A small window of the routed layout:
Region (30, 30) to (50, 50) µm. Cells in gray, sequential cells in the stronger gray; small squares are vias.
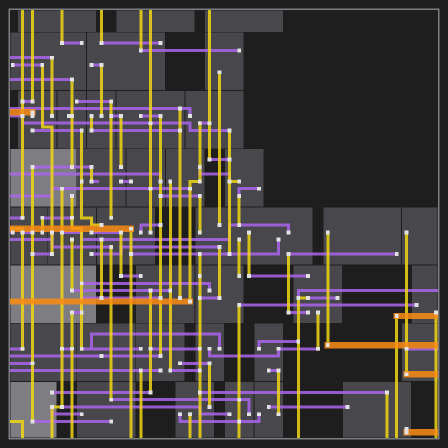
Clock wires, drivers and flops:
Drawn at 12 px/µm.
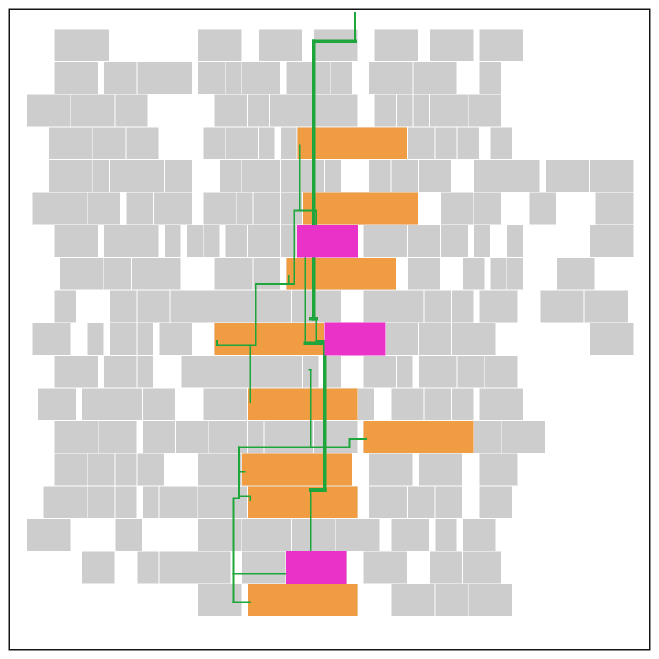
Cells colored by class:
Drawn at 10 px/µm. Fill, decap, tap and diode cells in gray.
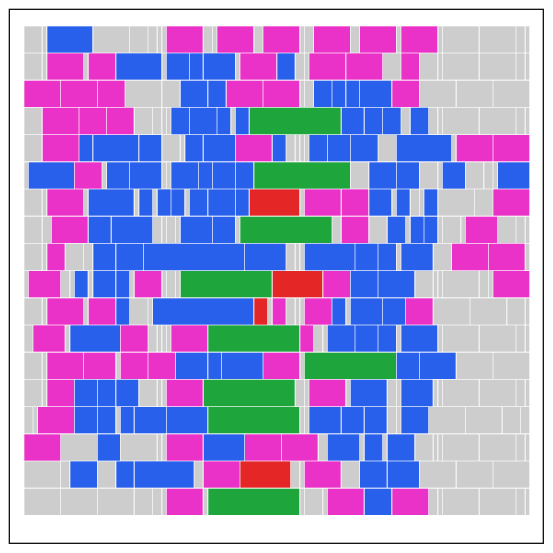
Power grid:
Drawn at 8 px/µm. Pins as bars on the die edge.
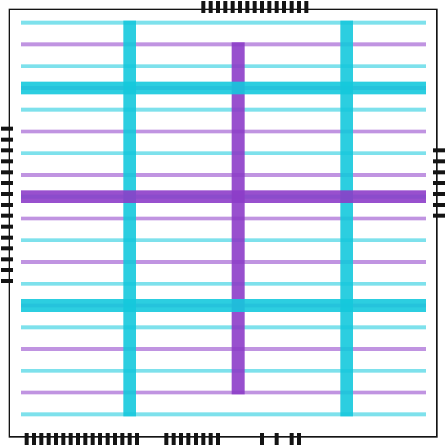
Congestion heat map:
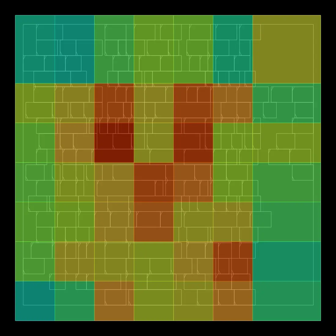
--- src/rtl/multicycle_ctrl.sv ---
// Multicycle CPU control unit: sequences fetch/decode/execute/memory/writeback
// for the shared datapath, holds the {N,Z,C,V} flags and stalls on mem_ready.
module multicycle_ctrl #(
  parameter logic [3:0] RESET_FLAGS = 4'b0000,
  parameter bit         MEM_WAIT_EN = 1'b1
) (
  input  logic        clkFPGA,
  input  logic        rst,
  input  logic [31:0] Instr,
  input  logic [3:0]  ALUFlags,
  input  logic        mem_ready,
  output logic        PCWrite,
  output logic        AdrSrc,
  output logic        MemWrite,
  output logic        IRWrite,
  output logic        RegWrite,
  output logic [1:0]  ResultSrc,
  output logic        ALUSrcA,
  output logic [1:0]  ALUSrcB,
  output logic [1:0]  ImmSrc,
  output logic [1:0]  RegSrc,
  output logic [1:0]  ALUControl,
  output logic [3:0]  Flags,
  output logic [3:0]  state_dbg,
  output logic        instr_done,
  output logic        illegal
);

  typedef enum logic [3:0] {
    S_FETCH    = 4'd0,
    S_DECODE   = 4'd1,
    S_MEMADR   = 4'd2,
    S_MEMREAD  = 4'd3,
    S_MEMWB    = 4'd4,
    S_MEMWRITE = 4'd5,
    S_EXECR    = 4'd6,
    S_EXECI    = 4'd7,
    S_ALUWB    = 4'd8,
    S_BRANCH   = 4'd9
  } state_t;

  localparam logic [1:0] ALU_ADD = 2'b00;
  localparam logic [1:0] ALU_SUB = 2'b01;
  localparam logic [1:0] ALU_AND = 2'b10;
  localparam logic [1:0] ALU_ORR = 2'b11;

  state_t      state, next_state;
  logic [3:0]  flags_q;
  logic        cond_q;

  // Instruction fields
  logic [3:0]  cond;
  logic [1:0]  op;
  logic [5:0]  funct;
  logic [3:0]  cmd;
  logic [3:0]  rd;
  logic        i_bit, s_bit, l_bit, rd_is_pc;
  logic        unused_instr_bits;

  assign cond     = Instr[31:28];
  assign op       = Instr[27:26];
  assign funct    = Instr[25:20];
  assign rd       = Instr[15:12];
  assign i_bit    = funct[5];
  assign cmd      = funct[4:1];
  assign s_bit    = funct[0];
  assign l_bit    = funct[0];
  assign rd_is_pc = (rd == 4'd15);
  assign unused_instr_bits = ^{Instr[19:16], Instr[11:0]};

  logic mem_rdy;
  assign mem_rdy = MEM_WAIT_EN ? mem_ready : 1'b1;

  // Data-processing command decode
  logic [1:0] cmd_alu;
  logic       cmd_legal, cmd_nowrite, cmd_arith, cmd_s;

  always_comb begin
    // NOTE: every output of a combinational block gets a default first so no
    // path leaves it unassigned, which would infer a latch.
    cmd_alu     = ALU_ADD;
    cmd_legal   = 1'b1;
    cmd_nowrite = 1'b0;
    cmd_arith   = 1'b0;
    cmd_s       = s_bit;
    case (cmd)
      4'b0100: cmd_arith = 1'b1;
      4'b0010: begin cmd_alu = ALU_SUB; cmd_arith = 1'b1; end
      4'b0000: cmd_alu = ALU_AND;
      4'b1100: cmd_alu = ALU_ORR;
      4'b1010: begin
        cmd_alu     = ALU_SUB;
        cmd_arith   = 1'b1;
        cmd_s       = 1'b1;
        cmd_nowrite = 1'b1;
      end
      default: begin
        cmd_legal   = 1'b0;
        cmd_nowrite = 1'b1;
      end
    endcase
  end

  function automatic logic cond_eval(input logic [3:0] c, input logic [3:0] f);
    logic n, z, cy, v;
    {n, z, cy, v} = f;
    case (c)
      4'b0000: cond_eval = z;
      4'b0001: cond_eval = ~z;
      4'b0010: cond_eval = cy;
      4'b0011: cond_eval = ~cy;
      4'b0100: cond_eval = n;
      4'b0101: cond_eval = ~n;
      4'b0110: cond_eval = v;
      4'b0111: cond_eval = ~v;
      4'b1000: cond_eval = cy & ~z;
      4'b1001: cond_eval = ~cy | z;
      4'b1010: cond_eval = (n == v);
      4'b1011: cond_eval = (n != v);
      4'b1100: cond_eval = ~z & (n == v);
      4'b1101: cond_eval = z | (n != v);
      4'b1110: cond_eval = 1'b1;
      default: cond_eval = 1'b0;
    endcase
  endfunction

  logic in_execute;
  assign in_execute = (state == S_EXECR) || (state == S_EXECI);

  always_ff @(posedge clkFPGA or negedge rst) begin
    // NOTE: clocked state uses non-blocking assignments so every register
    // samples pre-edge values regardless of statement order.
    if (!rst) begin
      state <= S_FETCH;
    end else begin
      state <= next_state;
    end
  end

  // cond_q is taken in DECODE, so an EXECUTE flag update cannot change the
  // predicate of its own writeback.
  always_ff @(posedge clkFPGA or negedge rst) begin
    if (!rst) begin
      flags_q <= RESET_FLAGS;
      cond_q  <= 1'b0;
    end else begin
      if (state == S_DECODE) cond_q <= cond_eval(cond, flags_q);
      if (in_execute && cond_q && cmd_s && cmd_legal) begin
        flags_q[3:2] <= ALUFlags[3:2];
        if (cmd_arith) flags_q[1:0] <= ALUFlags[1:0];
      end
    end
  end

  logic       pc_write, mem_write, ir_write, reg_write, done, illegal_raw;
  logic       adr_src, alu_src_a;
  logic [1:0] result_src, alu_src_b, alu_control;

  always_comb begin
    next_state  = state;
    pc_write    = 1'b0;
    mem_write   = 1'b0;
    ir_write    = 1'b0;
    reg_write   = 1'b0;
    done        = 1'b0;
    illegal_raw = 1'b0;
    adr_src     = 1'b0;
    alu_src_a   = 1'b0;
    result_src  = 2'b00;
    alu_src_b   = 2'b00;
    alu_control = ALU_ADD;
    case (state)
      S_FETCH: begin
        alu_src_a  = 1'b1;
        alu_src_b  = 2'b10;
        result_src = 2'b10;
        ir_write   = mem_rdy;
        pc_write   = mem_rdy;
        if (mem_rdy) next_state = S_DECODE;
      end
      S_DECODE: begin
        alu_src_a  = 1'b1;
        alu_src_b  = 2'b10;
        result_src = 2'b10;
        case (op)
          2'b00: begin
            next_state  = i_bit ? S_EXECI : S_EXECR;
            illegal_raw = ~cmd_legal;
          end
          2'b01:   next_state = S_MEMADR;
          2'b10:   next_state = S_BRANCH;
          default: begin
            illegal_raw = 1'b1;
            next_state  = S_FETCH;
          end
        endcase
      end
      S_MEMADR: begin
        alu_src_b  = 2'b01;
        next_state = l_bit ? S_MEMREAD : S_MEMWRITE;
      end
      S_MEMREAD: begin
        adr_src = 1'b1;
        if (mem_rdy) next_state = S_MEMWB;
      end
      S_MEMWB: begin
        result_src = 2'b01;
        reg_write  = cond_q;
        pc_write   = cond_q & rd_is_pc;
        done       = 1'b1;
        next_state = S_FETCH;
      end
      S_MEMWRITE: begin
        adr_src   = 1'b1;
        mem_write = cond_q;
        // A squashed store does not wait for the memory handshake.
        if (mem_rdy || !cond_q) begin
          done       = 1'b1;
          next_state = S_FETCH;
        end
      end
      S_EXECR, S_EXECI: begin
        alu_src_b   = (state == S_EXECI) ? 2'b01 : 2'b00;
        alu_control = cmd_alu;
        next_state  = S_ALUWB;
      end
      S_ALUWB: begin
        reg_write  = cond_q & ~cmd_nowrite;
        pc_write   = cond_q & ~cmd_nowrite & rd_is_pc;
        done       = 1'b1;
        next_state = S_FETCH;
      end
      S_BRANCH: begin
        alu_src_b  = 2'b01;
        result_src = 2'b10;
        pc_write   = cond_q;
        done       = 1'b1;
        next_state = S_FETCH;
      end
      default: next_state = S_FETCH;
    endcase
  end

  // Enables and pulses are gated by the raw reset so they drop immediately.
  assign PCWrite    = pc_write  & rst;
  assign MemWrite   = mem_write & rst;
  assign IRWrite    = ir_write  & rst;
  assign RegWrite   = reg_write & rst;
  assign instr_done = done      & rst;
  assign illegal    = illegal_raw & rst;

  assign AdrSrc     = adr_src;
  assign ALUSrcA    = alu_src_a;
  assign ALUSrcB    = alu_src_b;
  assign ResultSrc  = result_src;
  assign ALUControl = alu_control;
  assign ImmSrc     = op;
  assign RegSrc     = {(op == 2'b01) & ~l_bit, (op == 2'b10)};
  assign Flags      = flags_q;
  assign state_dbg  = state;

endmodule

--- config.mk ---
export PLATFORM = sky130hd
export DESIGN_NAME = multicycle_ctrl
export DESIGN_NICKNAME = d
export VERILOG_FILES = /design/src/rtl/multicycle_ctrl.sv
export SDC_FILE = /design/constraint.sdc
export NUM_CORES = 1
export LEC_CHECK = 0
export CORE_UTILIZATION = 41
export CTS_BUF_LIST = sky130_fd_sc_hd__clkbuf_8
export DETAILED_ROUTE_END_ITERATION = 7
export GPL_ROUTABILITY_DRIVEN = 1
export PLACE_DENSITY = 0.87
export RECOVER_POWER = 25
export SLEW_MARGIN = 20
export SYNTH_ARGS = -nofsm -noshare
export SYNTH_HDL_FRONTEND = slang
export SYNTH_SLANG_ARGS = --single-unit
--- constraint.sdc ---
create_clock -name clkFPGA -period 2.7 [get_ports clkFPGA]
set_clock_uncertainty 0.05 [all_clocks]
set_input_delay 0.54 -clock clkFPGA [delete_from_list [all_inputs] [get_ports clkFPGA]]
set_output_delay 0.54 -clock clkFPGA [all_outputs]
set_load 0.005 [all_outputs]
==> results.cfg <==
; synthesis and place-and-route metrics
[run_status]
status = finished clean

[layout]
largest_class = combinational gates
n_fill_cell = 195
nets = 236
flop-count = 9
n_all_inverters = 5
clk_share_pct = 2.61
comb_area_um2 = 798
areaGrowthSynthToFinish_pct = 60.3
layout-drive-gt1-share_pct = 16.8
layout_top_cell = clkdlybuf4s50_1

[clock_network]
clk_root_buffer_cell = clkbuf_8
cts.sinks = 9
postCtsSetupBuffers = 0
cts-htree-levels = 1
cts_buffer_depth = 2

[drt]
drc = 0
drt-initial-drc-count = 27
dr.pass1.iters = 4
wl_met3_um = 140
routed.top_layer = met4

[synthesis]
top_area_cell = dfrtp_1
top_area_share_pct = 20.9
synthArstFlopShare_pct = 100
aoi_share_pct = 18.7
ys_sh_simple_pct = 36.0
ys_ff = 9
syn_inst = 129

[pwr]
p_sw_uw = 533
p_comb_uw = 897
p_seq_share_pct = 20.8
sw_frac_of_total_pct = 40.2
intPower_uw = 792
power_leader = combinational logic

[timing]
final_hold_viol_count = 0
setup_viol = 0
holdWs_ns = 0.535

[global_routing]
grt_overflow_total = 0
grtUsageTotal_pct = 25.4
grt_pass1_vias = 1218

[floorplanning]
die_w_um = 53.3

[setup_path]
start_kind = primary input
cp_common_cell = clkdlybuf4s50_1
crit_chain = clkdlybuf4s50_1, buf_4, nor2b_1, a21o_1, a21oi_1, clkdlybuf4s50_1

[placement]
placed_cells = 217

[min_path]
hold_path_depth = 1
Back to the opening pictures, 'a small window of the routed layout':
- metal 3: orange
- metal 1: purple
- metal 2: yellow
- cells with their middle in the window: 30
- sequential cells in the window: 0
- most frequent: nor3_1 (4), clkdlybuf4s50_1 (4)

Back to the opening pictures, 'clock wires, drivers and flops':
- clock drivers: magenta (count 3)
- clock wires: green (length 147 µm)
- flip-flops: orange (count 9)
- routed clock nets: 4

Back to the opening pictures, 'cells colored by class':
- clock drivers and dummy loads: red (cells 4; share of their area 2.7%)
- flops: green (cells 9; share of their area 13%)
- combinational and other logic: blue (cells 111; share of their area 48%)
- other buffers and delay cells: magenta (cells 67; share of their area 36%)
fin util: 69.7%
sequential share of cell area: 13.1%
# rows: 18
Core Area: 2480 µm²
design area: 1730 µm²

Back to the opening pictures, 'power grid':
- VDD: purple
- VSS: cyan
- met4 straps: 3
- signal pins: 65
- met5 straps: 3
- rows: 18

Back to the opening pictures, 'congestion heat map':
wire per inst: 14.2 µm
met2 Use GR: 45.8%
met1 Usage GRT: 30.4%

worst paths after layout:
check | startpoint | slack, ns | to
worst max-delay path | mem_ready | 0.07 | instr_done
worst min-delay path | Flags[1] | 0.53 | Flags[1]
worst max register to register | state_dbg[3] | 0.73 | Flags[2]
min in group asynchronous | rst | 0.73 | state_dbg[0]
max in group asynchronous | rst | 1.58 | state_dbg[2]
worst min register to register | Flags[1] | 0.53 | Flags[1]
repair_timing:
item                                    in CTS  in global routing
gates resized                                8                  5
endpoints found under the setup margin       4                  3
pin swaps                                    1                  2
gates cloned                                 0                  0
sequential cells by signal (all words and copies together), names as in the netlist:
signal     count
Flags          4
cond_q         1
state_dbg      4
